==> images/congestion_map.png <==
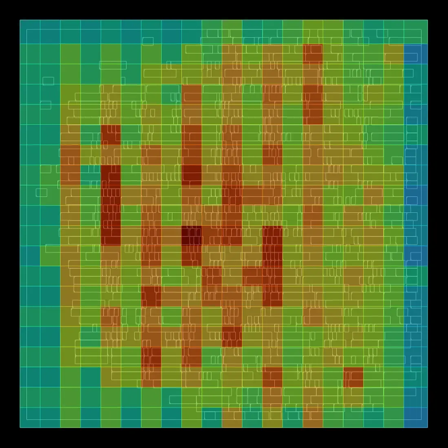
==> images/m3.png <==
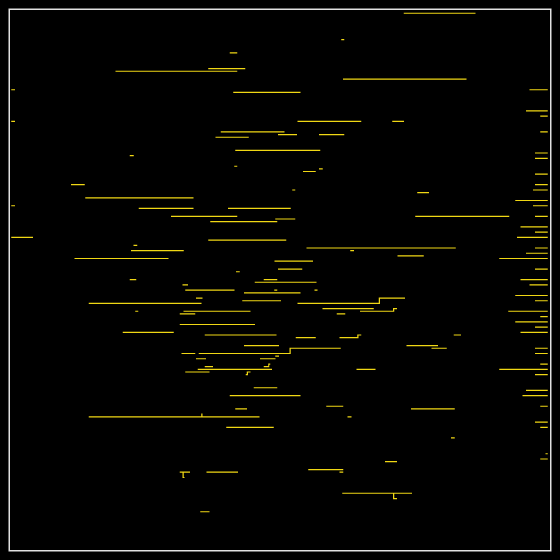
==> images/m2.png <==
The bar under the picture is 50 microns long.
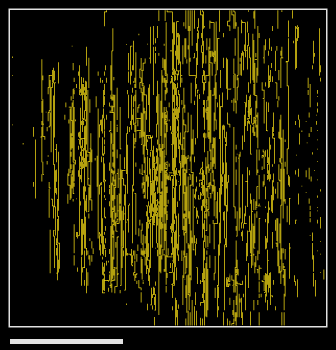
==> images/ff_map.png <==
The bar under the picture is 50 microns long. Other sequential cells in the stronger gray, the rest of the logic in the fainter gray.
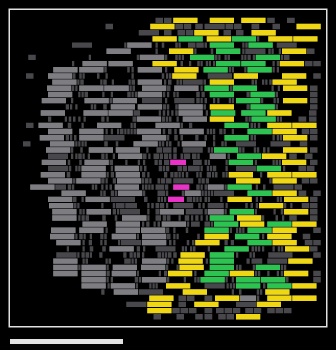
==> images/gates.png <==
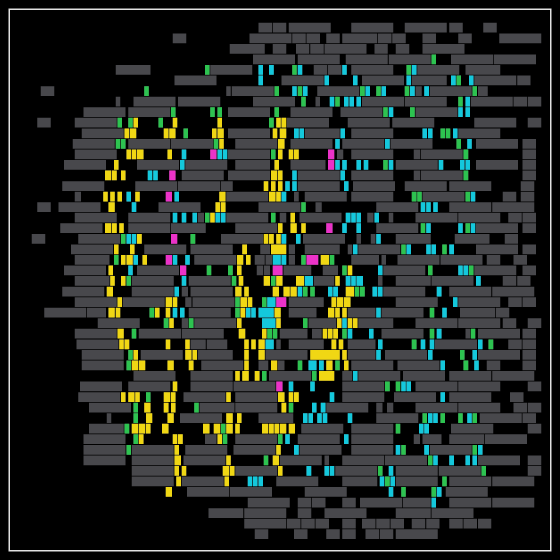
File: src/rtl/sobel_window_buffer.sv
// 3x3 neighbourhood generator for the Sobel pipeline, two line buffers.
// Optional SOBEL_WIN_POS_EN adds row_o/col_o window-centre outputs.
module sobel_window_buffer #(
  parameter int DATA_W = 8,
  parameter int IMG_W  = 6,
  parameter int IMG_H  = 5,
  localparam int CW = $clog2(IMG_W),
  localparam int RW = $clog2(IMG_H)
) (
  input  logic              clk,
  input  logic              rst,
  input  logic [DATA_W-1:0] grayscale_i,
  input  logic              done_i,
  input  logic              start_i,
  output logic [DATA_W-1:0] d0_o,
  output logic [DATA_W-1:0] d1_o,
  output logic [DATA_W-1:0] d2_o,
  output logic [DATA_W-1:0] d3_o,
  output logic [DATA_W-1:0] d4_o,
  output logic [DATA_W-1:0] d5_o,
  output logic [DATA_W-1:0] d6_o,
  output logic [DATA_W-1:0] d7_o,
  output logic [DATA_W-1:0] d8_o,
`ifdef SOBEL_WIN_POS_EN
  output logic [RW-1:0]     row_o,
  output logic [CW-1:0]     col_o,
`endif
  output logic              done_o,
  output logic              frame_done_o
);

  logic [CW-1:0]     r_col;
  logic [RW-1:0]     r_row;
  logic [DATA_W-1:0] r_lb1 [IMG_W];
  logic [DATA_W-1:0] r_lb2 [IMG_W];
  logic [DATA_W-1:0] r_win [9];
  logic [DATA_W-1:0] r_d   [9];
  logic              r_done;
  logic              r_fd;

  logic [CW-1:0]     w_c;
  logic [RW-1:0]     w_r;
  logic [CW-1:0]     w_c_nxt;
  logic [RW-1:0]     w_r_nxt;
  logic              w_last_col;
  logic              w_last_row;
  logic              w_vld;
  logic [DATA_W-1:0] w_win [9];

  // start_i forces the accepted pixel to (0,0) whatever the counters say
  assign w_c = start_i ? '0 : r_col;
  assign w_r = start_i ? '0 : r_row;
  assign w_last_col = (w_c == CW'(IMG_W - 1));
  assign w_last_row = (w_r == RW'(IMG_H - 1));
  assign w_vld = (w_r >= RW'(2)) && (w_c >= CW'(2));

  always_comb begin
    w_c_nxt = w_c + CW'(1);
    w_r_nxt = w_r;
    if (w_last_col) begin
      w_c_nxt = '0;
      w_r_nxt = w_last_row ? '0 : w_r + RW'(1);
    end
  end

  always_comb begin
    w_win[0] = r_win[1];
    w_win[1] = r_win[2];
    w_win[2] = r_lb2[w_c];
    w_win[3] = r_win[4];
    w_win[4] = r_win[5];
    w_win[5] = r_lb1[w_c];
    w_win[6] = r_win[7];
    w_win[7] = r_win[8];
    w_win[8] = grayscale_i;
  end

  always_ff @(posedge clk) begin
    if (done_i && !rst) begin
      r_lb2[w_c] <= r_lb1[w_c];
      r_lb1[w_c] <= grayscale_i;
    end
  end

  always_ff @(posedge clk) begin
    if (rst) begin
      r_col  <= '0;
      r_row  <= '0;
      r_done <= 1'b0;
      r_fd   <= 1'b0;
      for (int i = 0; i < 9; i++) begin
        r_win[i] <= '0;
        r_d[i]   <= '0;
      end
    end else begin
      r_done <= 1'b0;
      r_fd   <= 1'b0;
      if (done_i) begin
        r_col <= w_c_nxt;
        r_row <= w_r_nxt;
        for (int i = 0; i < 9; i++)
          r_win[i] <= w_win[i];
        if (w_vld) begin
          r_done <= 1'b1;
          for (int i = 0; i < 9; i++)
            r_d[i] <= w_win[i];
        end
        r_fd <= w_last_col && w_last_row;
      end
    end
  end

`ifdef SOBEL_WIN_POS_EN
  logic [RW-1:0] r_row_o;
  logic [CW-1:0] r_col_o;

  always_ff @(posedge clk) begin
    if (rst) begin
      r_row_o <= '0;
      r_col_o <= '0;
    end else if (done_i && w_vld) begin
      r_row_o <= w_r - RW'(1);
      r_col_o <= w_c - CW'(1);
    end
  end

  assign row_o = r_row_o;
  assign col_o = r_col_o;
`endif

  assign d0_o = r_d[0];
  assign d1_o = r_d[1];
  assign d2_o = r_d[2];
  assign d3_o = r_d[3];
  assign d4_o = r_d[4];
  assign d5_o = r_d[5];
  assign d6_o = r_d[6];
  assign d7_o = r_d[7];
  assign d8_o = r_d[8];
  assign done_o = r_done;
  assign frame_done_o = r_fd;

endmodule

File: config.mk
export PLATFORM = sky130hd
export DESIGN_NAME = sobel_window_buffer
export DESIGN_NICKNAME = d
export VERILOG_FILES = /design/src/rtl/sobel_window_buffer.sv
export SDC_FILE = /design/constraint.sdc
export NUM_CORES = 1
export LEC_CHECK = 0
export ABC_AREA = 1
export CAP_MARGIN = 20
export CORE_MARGIN = 2
export CORE_UTILIZATION = 48
export CTS_CLUSTER_DIAMETER = 40
export DETAILED_ROUTE_END_ITERATION = 12
export GPL_TIMING_DRIVEN = 0
export PLACE_DENSITY = 0.69
export SETUP_SLACK_MARGIN = 0.4
export SYNTH_ARGS = -nofsm -noshare
export SYNTH_HDL_FRONTEND = slang
export SYNTH_SLANG_ARGS = --single-unit
File: constraint.sdc
create_clock -name clk -period 6.3 [get_ports clk]
set_clock_uncertainty 0.1 [all_clocks]
set_input_delay 1.26 -clock clk [delete_from_list [all_inputs] [get_ports clk]]
set_output_delay 1.26 -clock clk [all_outputs]
set_load 0.03 [all_outputs]
==> flow_summary.toml <==
# synthesis and place-and-route metrics
[clock_network]
htree_levels = 1
tritoncts.num_buffers = 27
cts_setup_buffers = 0
cts_root_buffer = "clkbuf_16"
cts_resized = 0
worstSkewPairLatency_ns = 0.52

[synthesis]
ys_sh_mux = 0
simple_gate_share = 0.168
yosysChipArea_sq_um = 8780
ys_seq_frac = 0.757
syn_inst = 741
synth_area_sq_um = 8780
top_area_cell = "edfxtp_1"
ys_cells = 741
synthAoiAreaFrac = 0.00841
logic_family = "simple AND/OR/NAND/NOR gates"
synth.avg_cell_area_sq_um = 11.8
synthTopCellsByArea = "edfxtp_1, nor2_1, nand2_1"
synth.distinct_cells = 22
ys.warnings.count = 0
synth_top_area_share = 0.739
fp_nets = 753

[critical_path]
cp_cell_sequence = "clkdlybuf4s50_1 -> inv_2 -> nand2_2 -> inv_2 -> buf_2 -> nand3_1 -> nor2_2"
crit_buf_inv = 4
crit_slowest_cell = "nor2_2"
critPathMaxFanout = 16
cp-startpoint = "start_i"
crit_arrival_ns = 3.59
worstSetupEndpointType = "flop"
path_common_cell = "inv_2"
crit_family = "buffers and inverters"
critical_path_depth = 7

[power]
p_seq_frac = 0.492
p_int_mw = 2.72
power_density_nw_per_um2 = 317
clockPowerShare = 0.447
power.leakage_nw = 4.35
max-vdd-ir-drop_uv = 216
power.total_mw = 3.45
swShare = 0.212

[grt]
grt_overflow = 0
grt_util_all_layers = 0.183
grt_max_degree = 73

[detailed_routing]
ant_nets = 0
m1WireLength_mm = 7.36
dr_wl_met2_mm = 8.66
drc_errors = 0
drt_iter0_markers = 490
dr_wl_met3_mm = 1.09

[sta]
setup_slack_ns = 2.75
finalCriticalPeriod_ns = 3.55
tns_ns = 0
finalSetupViolCount = 0
hold_violations = 0
worst_pin_slew_ns = 0.972
drv_slew = 0
rsz0062_at_grt = "no"

[placed_design]
dpl_worst_slack_ns = 2.25
dpl_cell_area_sq_um = 9990
dp_cells = 1059
io_buffers = 85
place_congestion = 0.871

[finish]
final_cells = 1107
layout_top_cells = "edfxtp_1, nor2_1, nand2_1"
nNetsFinal = 871
final_area_sq_um = 10900
areaGrowthSynthToFinish_pct = 24.2
antennaDiodeCount = 0

[job]
warnings = 26
cap_violations = 0

[die]
die_y_microns = 139
dieArea_sq_um = 19400
die_width_microns = 139

[min_path]
hold_class = "flop to flop"
worstHoldStart = "r_row[2]$_SDFFE_PP0P_"
min_path_cells = 2

[run_status]
run_status = "completed"
## Picture notes: congestion_map.png
met2 Use GR: 0.302
grt peak-use layer: met2
post-layout util: 0.607

## Picture notes: m3.png
The layer carries 1,090 microns of wire. 94 nets have wire on it. The layer holds 6.2% of the routed length.
via count: 5,447
met3 Use GR: 0.0320
Routed WL: 17.6 mm

## Picture notes: m2.png
647 nets have wire on it. The longest straight run is 60.0 microns. The layer carries 8,660 microns of wire. The layer holds 49% of the routed length. The wires run mostly vertical.

## Picture notes: ff_map.png
r_d: marked yellow, placed flops 72. r_win: marked green, placed flops 48, where a column on the right. r_col: marked magenta, placed flops 3.
flop share of the area: 0.610
Seq. pwr: 1.70 mW

## Picture notes: gates.png
aoi and oai cells: marked magenta, cells 13, most used o21ai_0, where center. nand cells: marked yellow, cells 186, most used nand2_1. inv cells: marked green, cells 115, most used inv_1, where widely spread. nor cells: marked cyan, cells 174, most used nor2_1.

-- how the worst max path moves through the flow --
stage / to / slack (ns)
2_1_floorplan: r_d[0][0]$_SDFFCE_PN0P_ / 2.49
3_3_place_gp: r_d[0][57]$_SDFFCE_PN0P_ / 1.07
3_5_place_dp: r_lb1[4][3]$_DFFE_PP_ / 2.25
4_1_cts: r_lb1[4][3]$_DFFE_PP_ / 2.78
5_1_grt: r_lb2[4][3]$_DFFE_PP_ / 2.63
6_report: r_lb1[4][3]$_DFFE_PP_ / 2.75
-- sequential cells by signal (all words and copies together) (netlist names) --
name	count
done_o	1
frame_done_o	1
r_col	3
r_d	72
r_lb1	48
r_lb2	48
r_row	3
r_win	48
-- synth_stat cells, drive strengths merged --
cell type / count
nand2: 123
nand3: 60
clkbuf: 6
nor3: 2
buf: 23
inv: 115
dfxtp: 8
nand4: 3
o211ai: 2
edfxtp: 216
nor2: 172
o21ai: 11
-- power by group through the flow --
stage	registers, mW	clock network (mW)	logic [mW]
after floorplan	1.76	0	0.0879
after global placement	1.73	0	0.203
after detailed placement	1.73	0	0.210
after CTS	1.70	1.56	0.211
after global routing	1.70	1.62	0.228
final	1.70	1.54	0.210
-- worst reg2reg max path: stages, from the launching register on --
cell and delay [ns]:
dfxtp_1 0.34, inv_1 0.10, nor2_2 0.39, inv_1 0.31, nor3_2 0.74, buf_6 0.25
-- logic make-up (layout without fill, tap and decap cells) --
family          Yosys count  in the layout
compound gates           13             13
buf+inv                 144            281
flops                   224            224
simple gates            360            360
-- cell type report --
type	instances	area (sq um)
Fill cell	1403	7060
Sequential cell	224	6650
Multi-Input combinational cell	373	1570
Timing Repair Buffer	89	912
Clock buffer	33	718
Inverter	115	432
Tap cell	229	287
Clock inverter	15	186
Buffer	29	150
Power and IR drop assume default switching activity.
